Figure 1. PDN straps and rails.
Bar = 50 um. Pins as bars on the die edge.
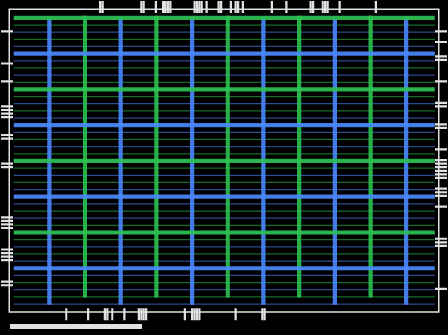
Figure 2. Port wiring.
Bar = 50 um.
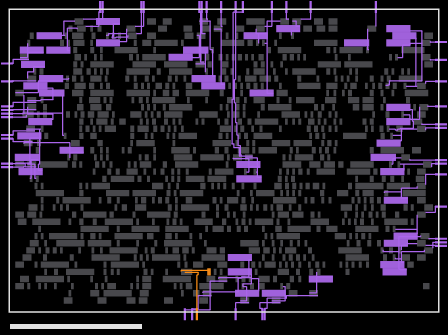
$ cat src/rtl/score_display_pkg.sv
// score_display_pkg
//   Shared types and constants for the score_display block:
//   - state_t       : conversion FSM states (IDLE, SHIFT, UPDATE)
//   - SEG_D0..D9    : active-high 7-segment patterns, bit 0 = seg a .. bit 6 = seg g
//   - SEG_BLANK     : all segments off (active-high)
//   - pow10         : elaboration-time 10^n
//   - ovf_possible  : whether a BIN_W-bit value can exceed 10^DIGITS-1
package score_display_pkg;

  typedef enum logic [1:0] {
    IDLE   = 2'd0,
    SHIFT  = 2'd1,
    UPDATE = 2'd2
  } state_t;

  localparam logic [6:0] SEG_D0    = 7'h3F;
  localparam logic [6:0] SEG_D1    = 7'h06;
  localparam logic [6:0] SEG_D2    = 7'h5B;
  localparam logic [6:0] SEG_D3    = 7'h4F;
  localparam logic [6:0] SEG_D4    = 7'h66;
  localparam logic [6:0] SEG_D5    = 7'h6D;
  localparam logic [6:0] SEG_D6    = 7'h7D;
  localparam logic [6:0] SEG_D7    = 7'h07;
  localparam logic [6:0] SEG_D8    = 7'h7F;
  localparam logic [6:0] SEG_D9    = 7'h6F;
  localparam logic [6:0] SEG_BLANK = 7'h00;

  function automatic logic [63:0] pow10(input int n);
    logic [63:0] r;
    r = 64'd1;
    for (int i = 0; i < n; i++) begin
      r = r * 64'd10;
    end
    return r;
  endfunction

  // 2^40 already exceeds 10^8, the largest supported DIGITS, so wide inputs
  // can always overflow and the 64-bit shift below never saturates.
  function automatic bit ovf_possible(input int bin_w, input int digits);
    if (bin_w >= 40) begin
      return 1'b1;
    end
    return pow10(digits) <= ((64'd1 << bin_w) - 64'd1);
  endfunction

endpackage

$ cat src/rtl/seg7_encode.sv
// seg7_encode
//   Combinational BCD digit to 7-segment encoder.
//   Ports:
//     bcd   in  4  BCD digit (10..15 decode to blank)
//     blank in  1  force the digit blank
//     seg   out 7  segments, bit 0 = a .. bit 6 = g, polarity per SEG_ACTIVE_LOW
module seg7_encode
  import score_display_pkg::*;
#(
  parameter int SEG_ACTIVE_LOW = 1
) (
  input  logic [3:0] bcd,
  input  logic       blank,
  output logic [6:0] seg
);

  logic [6:0] pat;

  always_comb begin
    pat = SEG_BLANK;
    case (bcd)
      4'd0:    pat = SEG_D0;
      4'd1:    pat = SEG_D1;
      4'd2:    pat = SEG_D2;
      4'd3:    pat = SEG_D3;
      4'd4:    pat = SEG_D4;
      4'd5:    pat = SEG_D5;
      4'd6:    pat = SEG_D6;
      4'd7:    pat = SEG_D7;
      4'd8:    pat = SEG_D8;
      4'd9:    pat = SEG_D9;
      default: pat = SEG_BLANK;
    endcase
    if (blank) begin
      pat = SEG_BLANK;
    end
    seg = (SEG_ACTIVE_LOW != 0) ? ~pat : pat;
  end

endmodule

$ cat src/rtl/score_display.sv
// score_display
//   Sequential binary-score to BCD / 7-segment driver. An iterative
//   double-dabble engine converts one bit per cycle behind a load/busy/done
//   handshake; the last completed result is held on registered outputs.
//   Scores above 10^DIGITS-1 saturate to all nines and raise overflow.
//   Optional build macro: SCORE_DISPLAY_LZ_BLANK_EN blanks leading-zero
//   digits on seg_out (digit 0 always shown); bcd_out is unaffected.
//   Ports:
//     clk      in   1         system clock
//     rst      in   1         asynchronous reset, active-low
//     bin_in   in   BIN_W     binary score, sampled on an accepted load
//     load     in   1         request a conversion (ignored while busy)
//     busy     out  1         conversion in progress
//     done     out  1         one-cycle pulse when bcd_out/seg_out update
//     overflow out  1         last accepted score exceeded 10^DIGITS-1
//     bcd_out  out  4*DIGITS  BCD result, digit 0 in [3:0]
//     seg_out  out  7*DIGITS  segments, digit k in [7k+6:7k]
module score_display
  import score_display_pkg::*;
#(
  parameter int BIN_W          = 20,
  parameter int DIGITS         = 6,
  parameter int SEG_ACTIVE_LOW = 1
) (
  input  logic                  clk,
  input  logic                  rst,
  input  logic [BIN_W-1:0]      bin_in,
  input  logic                  load,
  output logic                  busy,
  output logic                  done,
  output logic                  overflow,
  output logic [4*DIGITS-1:0]   bcd_out,
  output logic [7*DIGITS-1:0]   seg_out
);

  localparam int BCD_W = 4 * DIGITS;
  localparam int SEG_W = 7 * DIGITS;
  localparam int CNT_W = $clog2(BIN_W + 1);

  // Overflow compare is only built when a BIN_W-bit value can exceed the
  // display range; otherwise it folds to constant 0.
  localparam bit               OVF_POSSIBLE = ovf_possible(BIN_W, DIGITS);
  localparam logic [BIN_W-1:0] MAX_BIN      =
    OVF_POSSIBLE ? BIN_W'(pow10(DIGITS) - 64'd1) : '0;

  function automatic logic [SEG_W-1:0] seg_reset_val();
    logic [6:0]       zero_p;
    logic [6:0]       blank_p;
    logic [SEG_W-1:0] v;
    zero_p  = (SEG_ACTIVE_LOW != 0) ? ~SEG_D0 : SEG_D0;
    blank_p = (SEG_ACTIVE_LOW != 0) ? ~SEG_BLANK : SEG_BLANK;
    v = '0;
    for (int k = 0; k < DIGITS; k++) begin
      v[7*k +: 7] = zero_p;
`ifdef SCORE_DISPLAY_LZ_BLANK_EN
      if (k > 0) begin
        v[7*k +: 7] = blank_p;
      end
`endif
    end
    return v;
  endfunction

  localparam logic [SEG_W-1:0] SEG_RST = seg_reset_val();

  state_t            state;
  state_t            next_state;
  logic [CNT_W-1:0]  cnt;
  logic              cap;
  logic              shift_en;
  logic              upd;

  logic [BIN_W-1:0]  bin_sr;
  logic [BCD_W-1:0]  bcd_work;
  logic [BCD_W-1:0]  bcd_adj;
  logic              ovf_cap;
  logic              ovf_nxt;

  logic [BCD_W-1:0]  res_bcd;
  logic [DIGITS-1:0] blank;
  logic [SEG_W-1:0]  seg_enc;

  assign busy    = (state != IDLE);
  assign ovf_nxt = OVF_POSSIBLE && (bin_in > MAX_BIN);
  assign res_bcd = ovf_cap ? {DIGITS{4'h9}} : bcd_work;

  always_comb begin
    next_state = state;
    cap        = 1'b0;
    shift_en   = 1'b0;
    upd        = 1'b0;
    case (state)
      IDLE: begin
        if (load) begin
          cap        = 1'b1;
          next_state = SHIFT;
        end
      end
      SHIFT: begin
        shift_en = 1'b1;
        if (cnt == CNT_W'(1)) begin
          next_state = UPDATE;
        end
      end
      UPDATE: begin
        upd        = 1'b1;
        next_state = IDLE;
      end
      default: next_state = IDLE;
    endcase
  end

  // Double-dabble correction: any digit >= 5 would carry past 9 once
  // doubled, so pre-add 3 before the shift.
  always_comb begin
    bcd_adj = bcd_work;
    for (int k = 0; k < DIGITS; k++) begin
      if (bcd_work[4*k +: 4] >= 4'd5) begin
        bcd_adj[4*k +: 4] = bcd_work[4*k +: 4] + 4'd3;
      end
    end
  end

  // Leading-zero blanking on the value about to be committed.
  always_comb begin
    blank = '0;
`ifdef SCORE_DISPLAY_LZ_BLANK_EN
    begin
      logic lz;
      lz = 1'b1;
      for (int k = DIGITS - 1; k >= 1; k--) begin
        lz       = lz & (res_bcd[4*k +: 4] == 4'd0);
        blank[k] = lz;
      end
    end
`endif
  end

  for (genvar g = 0; g < DIGITS; g++) begin : g_enc
    seg7_encode #(
      .SEG_ACTIVE_LOW(SEG_ACTIVE_LOW)
    ) u_enc (
      .bcd  (res_bcd[4*g +: 4]),
      .blank(blank[g]),
      .seg  (seg_enc[7*g +: 7])
    );
  end

  // Control and output registers.
  always_ff @(posedge clk or negedge rst) begin
    if (!rst) begin
      state    <= IDLE;
      cnt      <= '0;
      done     <= 1'b0;
      overflow <= 1'b0;
      bcd_out  <= '0;
      seg_out  <= SEG_RST;
    end else begin
      state <= next_state;
      done  <= upd;
      if (cap) begin
        cnt <= CNT_W'(BIN_W);
      end else if (shift_en) begin
        cnt <= cnt - CNT_W'(1);
      end
      if (upd) begin
        bcd_out  <= res_bcd;
        seg_out  <= seg_enc;
        overflow <= ovf_cap;
      end
    end
  end

  // Conversion datapath; no reset needed, always initialised by a load.
  always_ff @(posedge clk) begin
    if (cap) begin
      bin_sr   <= bin_in;
      bcd_work <= '0;
      ovf_cap  <= ovf_nxt;
    end else if (shift_en) begin
      bin_sr   <= {bin_sr[BIN_W-2:0], 1'b0};
      bcd_work <= {bcd_adj[BCD_W-2:0], bin_sr[BIN_W-1]};
    end
  end

endmodule

$ cat config.mk
export PLATFORM = sky130hd
export DESIGN_NAME = score_display
export DESIGN_NICKNAME = d
export VERILOG_FILES = /design/src/rtl/score_display_pkg.sv /design/src/rtl/seg7_encode.sv /design/src/rtl/score_display.sv
export SDC_FILE = /design/constraint.sdc
export NUM_CORES = 1
export LEC_CHECK = 0
export ABC_AREA = 1
export CELL_PAD_IN_SITES_DETAIL_PLACEMENT = 1
export CELL_PAD_IN_SITES_GLOBAL_PLACEMENT = 1
export CORE_ASPECT_RATIO = 0.7
export CORE_MARGIN = 1
export CORE_UTILIZATION = 35
export DETAILED_ROUTE_END_ITERATION = 7
export HOLD_SLACK_MARGIN = 0.05
export PLACE_DENSITY_LB_ADDON = 0.1
export SETUP_SLACK_MARGIN = 0.02
export SLEW_MARGIN = 20
export SYNTH_ARGS = -nofsm -noshare
export SYNTH_HDL_FRONTEND = slang
export SYNTH_SLANG_ARGS = --single-unit
$ cat constraint.sdc
create_clock -name clk -period 2.2 [get_ports clk]
set_input_delay 0.66 -clock clk [delete_from_list [all_inputs] [get_ports clk]]
set_output_delay 0.66 -clock clk [all_outputs]
set_load 0.01 [all_outputs]
==> changes_impl.md <==
## Implementation

- Yosys Instances: around 800
- Die X-Extent: about 160 um
- Cell Pwr Density: 1426 nW/um2
- Max-area cell share: 0.2728
- Top cells by count, synth: nand2_1 (251), nand3_1 (82), nor2_1 (80)
- Run status: completed
- Routed len/inst: ~15 um
- Num Clock Sinks: approximately 120
- Reg2reg start: ovf_cap
- Root Driver: clkbuf_16
- Cell area after layout: 8066 um2
- Required @ worst endpoint: approximately 1500 ps
- Grt total ovfl: 0
- Antenna-violating nets left: 0
- Synth async-reset ratio: 0.6250
- Synthesized Nets: about 870
- Top post-synthesis cells by area: dfrtp_1 (27%), nand2_1 (15%), edfxtp_1 (10%), ha_1 (8.7%), dfxtp_1 (7.6%)
- Nets: between 900 and 1000
- Fillers: between 2000 and 2500
- Post-DP HPWL: 12440 um
- Yosys Chip Area: 6330 um2
- Max FO, Critical Path: 2
About Figure 1:
VSS: shown in blue. VDD: shown in green.
41 met1 rails follow the rows. 92 signal pins sit on the boundary.

About Figure 2:
busy: shown in orange, bits 1, direction output, edge bottom, end cells 1, buffers 1, wire 31.2 um. seg_out: shown in purple, bits 42, direction output, edge 14 top, 13 right, 10 left, 5 bottom, end cells 42, buffers 42, wire 1230 um.

cell usage in the layout, fill, tap and decap left out:
cell type        netlist  final
a21oi_1               31     31
bufinv_16              0      2
clkinv_2               0      6
clkinvlp_4             0      4
nor3_1                 4      4
nand3_2                3      3
inv_4                  1      1
nor2_4                 1      2
o211ai_1               9      9
ha_1                  44     44
o22ai_1                1      1
edfxtp_1              21     21
o21ai_1                3      3
clkdlybuf4s50_1        0     87
nand2_4                1      1
clkinv_4               0      1
nand2_2                3      3
inv_2                  5      5
dlymetal6s2s_1         0      2
dlygate4sd2_1          0      1
nor2_2                 4      3
o21ai_0               51     51
nor2_1                80     80
clkinv_1               0      2
dfrtp_2                0      1
nand2_1              251    251
buf_4                  4     17
dfstp_2                6      6
clkbuf_16              0     17
buf_12                 0      2
or2_2                  2      2
nor2b_1                1      1
inv_1                 71     71
dfxtp_1               24     24
dfrtp_1               69     68
a31oi_1                2      2
nand3_1               82     82
worst max path at each step:
stage	depth (start not counted)	slack (ps)	startpoint	endpoint
floorplan	8	520	ovf_cap	seg_out[35]
global placement	6	200	load	cnt[4]
detailed placement	6	150	load	bcd_work[6]
CTS	3	6	state[0]	busy
global route	1	20	seg_out[34]	seg_out[34]
finish	1	50	seg_out[27]	seg_out[27]
final cells by class:
type	instances	area share
Sequential cell	120	0.3715
Multi-Input combinational cell	573	0.3540
Timing Repair Buffer	109	0.1329
Clock buffer	17	0.05274
Inverter	77	0.03614
Tap cell	231	0.03583
Clock inverter	15	0.01691
per-stage QoR:
step / cells / hold WS [ps] / util / worst slack, ps / total power [mW]
floorplan: 799 / 364.4 / - / 517.4 / 6.910
global placement: 1110 / 449.7 / 0.4306 / 200.7 / 8.618
detailed placement: 1110 / 457.2 / 0.4306 / 146.3 / 8.871
CTS: 1142 / 148.7 / 0.4629 / 5.873 / 11.66
global route: 1142 / 155.4 / 0.4631 / 20.04 / 12.49
finish: 1142 / 149.7 / 0.4631 / 54.76 / 11.51
power by group:
group	internal, mW	switching (mW)	leakage, nW
registers	3.30	0.717	1.32
clock network	1.64	1.05	0.269
logic	2.02	2.78	2.31
total	6.96	4.55	3.90
layer usage:
metal	part of all wire	vias to the layer above	GRT usage
li1	-	2754	-
met2	0.47	78	0.3311
met4	0.014	0	0.06417
met3	0.027	24	0.03839
met5	0	-	0
met1	0.49	2754	0.2614
state kept, by name, indices dropped and copies added (netlist names):
name	count
bcd_work	24
bcd_out	24
seg_out	42
bin_sr	20
cnt	5
state	2
done	1
overflow	1
ovf_cap	1
cells by family after synthesis:
logic type | count (synthesis) | synth area share
buffers and inverters | 106 | 0.07650
DFF | 120 | 0.4732
AOI/OAI and AO/OA | 97 | 0.08084
adders and majority gates | 44 | 0.08697
and+or+nand+nor | 432 | 0.2825
timing repair:
item	4_1_cts	5_1_grt
pin swaps	0	0
gates resized	2	2
endpoints found under the setup margin	2	2
setup buffers	0	0
Power figures rest on the tool's default switching activity, not on a simulated workload.
